$ cat config.mk
export PLATFORM = sky130hd
export DESIGN_NAME = ps2_key_event_queue
export DESIGN_NICKNAME = d
export VERILOG_FILES = /design/src/rtl/ps2_queue_pkg.sv /design/src/rtl/ps2_queue_mem.sv /design/src/rtl/ps2_key_event_queue.sv
export SDC_FILE = /design/constraint.sdc
export NUM_CORES = 1
export LEC_CHECK = 0
export CORE_AREA = 2 2 98 100
export DETAILED_ROUTE_END_ITERATION = 8
export DIE_AREA = 0 0 100 102
export SLEW_MARGIN = 30
export SYNTH_ARGS = -nofsm -noshare
export SYNTH_HDL_FRONTEND = slang
export SYNTH_HIERARCHICAL = 1
export SYNTH_SLANG_ARGS = --single-unit
$ cat constraint.sdc
create_clock -name clk -period 4.59 [get_ports clk]
set_input_delay 1.1475 -clock clk [delete_from_list [all_inputs] [get_ports clk]]
set_output_delay 1.1475 -clock clk [all_outputs]
set_load 0.01 [all_outputs]
$ cat src/rtl/ps2_queue_pkg.sv
// Shared constants for the PS/2 key event queue: default geometry,
// interrupt mode selectors and the code value treated as "no key".
package ps2_queue_pkg;

    localparam int DEF_CODE_W = 8;
    localparam int DEF_DEPTH  = 8;

    localparam int IRQ_LEVEL  = 0;
    localparam int IRQ_PULSE  = 1;

    localparam int NULL_CODE  = 0;

endpackage

$ cat src/rtl/ps2_queue_mem.sv
// DEPTH x CODE_W storage for the key queue with one write port and a
// registered head read that already reflects this cycle's push/pop.
module ps2_queue_mem
    import ps2_queue_pkg::*;
#(
    parameter int CODE_W = DEF_CODE_W,
    parameter int DEPTH  = DEF_DEPTH,
    localparam int PW    = $clog2(DEPTH)
) (
    input  logic              clk,
    input  logic              Reset,
    input  logic              wr_en,
    input  logic [PW-1:0]     wr_addr,
    input  logic [CODE_W-1:0] wr_data,
    input  logic [PW-1:0]     rd_addr,
    input  logic              rd_valid,
    output logic [CODE_W-1:0] head
);

    logic [CODE_W-1:0] mem [DEPTH];

    always_ff @(posedge clk) begin
        if (wr_en)
            mem[wr_addr] <= wr_data;
    end

    // A write landing on the next head slot (push into an empty queue, or
    // push+pop at count 1) must be forwarded, since the array is not yet updated.
    always_ff @(posedge clk) begin
        if (Reset)
            head <= '0;
        else if (!rd_valid)
            head <= '0;
        else if (wr_en && (wr_addr == rd_addr))
            head <= wr_data;
        else
            head <= mem[rd_addr];
    end

endmodule

$ cat src/rtl/ps2_key_event_queue.sv
// Key code FIFO between the PS/2 keyboard unit and the processor: owns the
// pointers, occupancy counter, status flags, interrupt and keyboard release.
module ps2_key_event_queue
    import ps2_queue_pkg::*;
#(
    parameter int CODE_W    = DEF_CODE_W,
    parameter int DEPTH     = DEF_DEPTH,
    parameter int IRQ_PULSE = IRQ_LEVEL,
    parameter int DROP_ZERO = 1,
    localparam int PW       = $clog2(DEPTH),
    localparam int CW       = $clog2(DEPTH + 1)
) (
    input  logic              clk,
    input  logic              Reset,
    input  logic              key_stb,
    input  logic [CODE_W-1:0] key_code,
    output logic              key_done,
    input  logic              rd_ack,
    input  logic              clr_ovf,
    output logic [CODE_W-1:0] head_code,
    output logic              irq,
    output logic [CW-1:0]     count,
    output logic              empty,
    output logic              full,
    output logic              overflow
);

    logic [PW-1:0] wr_ptr;
    logic [PW-1:0] rd_ptr;
    logic [PW-1:0] rd_ptr_next;
    logic [CW-1:0] count_next;
    logic          want_push;
    logic          do_push;
    logic          do_pop;
    logic          ovf_set;
    logic          irq_next;

    always_comb begin
        want_push   = 1'b0;
        do_pop      = 1'b0;
        do_push     = 1'b0;
        ovf_set     = 1'b0;
        rd_ptr_next = rd_ptr;
        count_next  = count;
        irq_next    = 1'b0;

        want_push = key_stb && !((DROP_ZERO != 0) && (key_code == CODE_W'(NULL_CODE)));
        do_pop    = rd_ack && (count != '0);
        // A pop in the same cycle frees the slot, so a full queue still accepts.
        do_push   = want_push && ((count != CW'(DEPTH)) || do_pop);
        ovf_set   = want_push && !do_push;

        if (do_pop)
            rd_ptr_next = rd_ptr + PW'(1);
        count_next = count + CW'(do_push) - CW'(do_pop);

        if (IRQ_PULSE == ps2_queue_pkg::IRQ_PULSE)
            irq_next = (do_push && (count == '0)) || (do_pop && (count_next != '0));
        else
            irq_next = (count_next != '0);
    end

    always_ff @(posedge clk) begin
        if (Reset) begin
            wr_ptr   <= '0;
            rd_ptr   <= '0;
            count    <= '0;
            empty    <= 1'b1;
            full     <= 1'b0;
            irq      <= 1'b0;
            key_done <= 1'b0;
            overflow <= 1'b0;
        end else begin
            if (do_push)
                wr_ptr <= wr_ptr + PW'(1);
            rd_ptr   <= rd_ptr_next;
            count    <= count_next;
            empty    <= (count_next == '0);
            full     <= (count_next == CW'(DEPTH));
            irq      <= irq_next;
            key_done <= key_stb;
            if (ovf_set)
                overflow <= 1'b1;
            else if (clr_ovf)
                overflow <= 1'b0;
        end
    end

    ps2_queue_mem #(
        .CODE_W (CODE_W),
        .DEPTH  (DEPTH)
    ) u_mem (
        .clk      (clk),
        .Reset    (Reset),
        .wr_en    (do_push),
        .wr_addr  (wr_ptr),
        .wr_data  (key_code),
        .rd_addr  (rd_ptr_next),
        .rd_valid (count_next != '0),
        .head     (head_code)
    );

endmodule

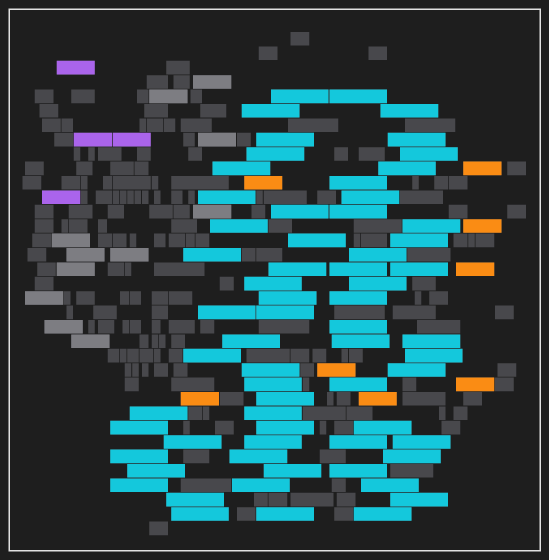
Figure 1: where the registers sit.
legend:
  orange:
    signal: u_mem/head
    flops: 8
  cyan:
    signal: u_mem/mem
    flops: 64
  purple:
    signal: count
    flops: 4
    where: top left

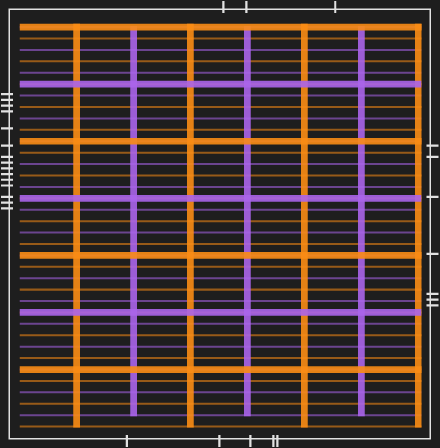
Figure 2: supply network.
Pins as bars on the die edge.
legend:
  purple:
    net: VDD
  orange:
    net: VSS
met1 rails: 36
rows: 35
met4 straps: 7
signal pins: 30

==> run notes <==
impl run done, here's what came out: sequential area share after synthesis=67.2%, aoi share=4.66%, CTS Root Buffer Type=clkbuf_8, Crit path max-delay family=simple AND/OR/NAND/NOR gates, Leakage=1.47 nW, crit-path max FO=10, setup ws final=0.648 ns, chip area=10200 um^2, Max clock buf depth=2, grt met3 use=4.31%, status=complete, no violations, setup repair bufs after CTS=0, Worst Hold Class=flip-flop to flip-flop, final worst path period need=3.94 ns, cts hold-fix bufs=0, # diodes=0, Cell Area, Placed=4040 um^2, inverters=8, Seq cells post-synth=87, cell area after synthesis=3550 um^2, yosys cell count=210, CTS Buf Count=9, largest net degree at the start of global routing=18, gr busiest metal=met2, Max-area cell class=flip-flops and latches, mean post-synth cell area=16.9 um^2, Hold Path Depth=2, worst slack, placed=0.288 ns, Pwr Density=574 nW/um^2, Critical Path End=u_mem/head[6], Worst Setup SP=key_code[7], RR Endpoint=u_mem/head[6], DR WL/cell=18.5 um, Peak Freq=254 MHz, kind of start point of the critical path=input port, number of port buffers=29, Reg clk slew, reported paths=0.08 ns, total power=0.00244 W, MI comb area=1070 um^2, met1 usage=20.7%, Hold EP=overflow, NumNets Final=280, Slew @ Worst Pin=0.636 ns, Top cell by count, worst path=nand2_1, comb_multi_in=107, Worst Skew=0.00700 ns, max_cap viols=0, clk_buf instances=14
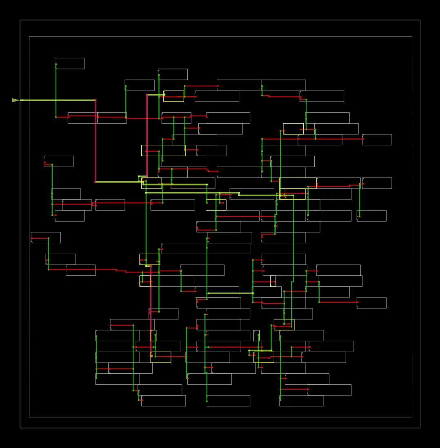
Figure 3: clock wiring as the flow saved it.
clock latency on the worst-skew pair: 0.35 ns
flip-flops: 87
clk pwr: 0.000538 W
clk sinks: 87

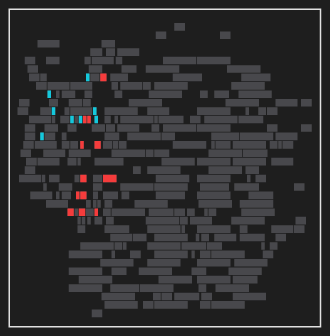
Figure 4: gate-type map.
legend:
  cyan:
    family: inverters
    cells: 8
  red:
    family: NAND gates
    cells: 12
    where: left middle
Comb/total area: 25.3%
Commonest Layout Cell: edfxtp_1
final std cells w/o fill: 375

==> per-layer routing <==
layer  vias up  wire (um)
li1        900          -
met1       939       3100
met2        67       3270
met4         0         63
met5         -          0
met3         6        482
==> power by group <==
| group | total (W) | internal [W] | switching (W) |
|---|---|---|---|
| combinational | 0.000887 | 0.000441 | 0.000445 |
| sequential | 0.00101 | 0.000955 | 0.0000578 |
| clock | 0.000538 | 0.000286 | 0.000252 |
| total | 0.00244 | 0.00168 | 0.000756 |
==> sequential cells by signal, indices dropped and copies added (netlist names) <==
signal      cells
u_mem/head      8
wr_ptr          3
u_mem/mem      64
overflow        1
rd_ptr          3
irq             1
key_done        1
empty           1
count           4
full            1
Power figures rest on the tool's default switching activity, not on a simulated workload.
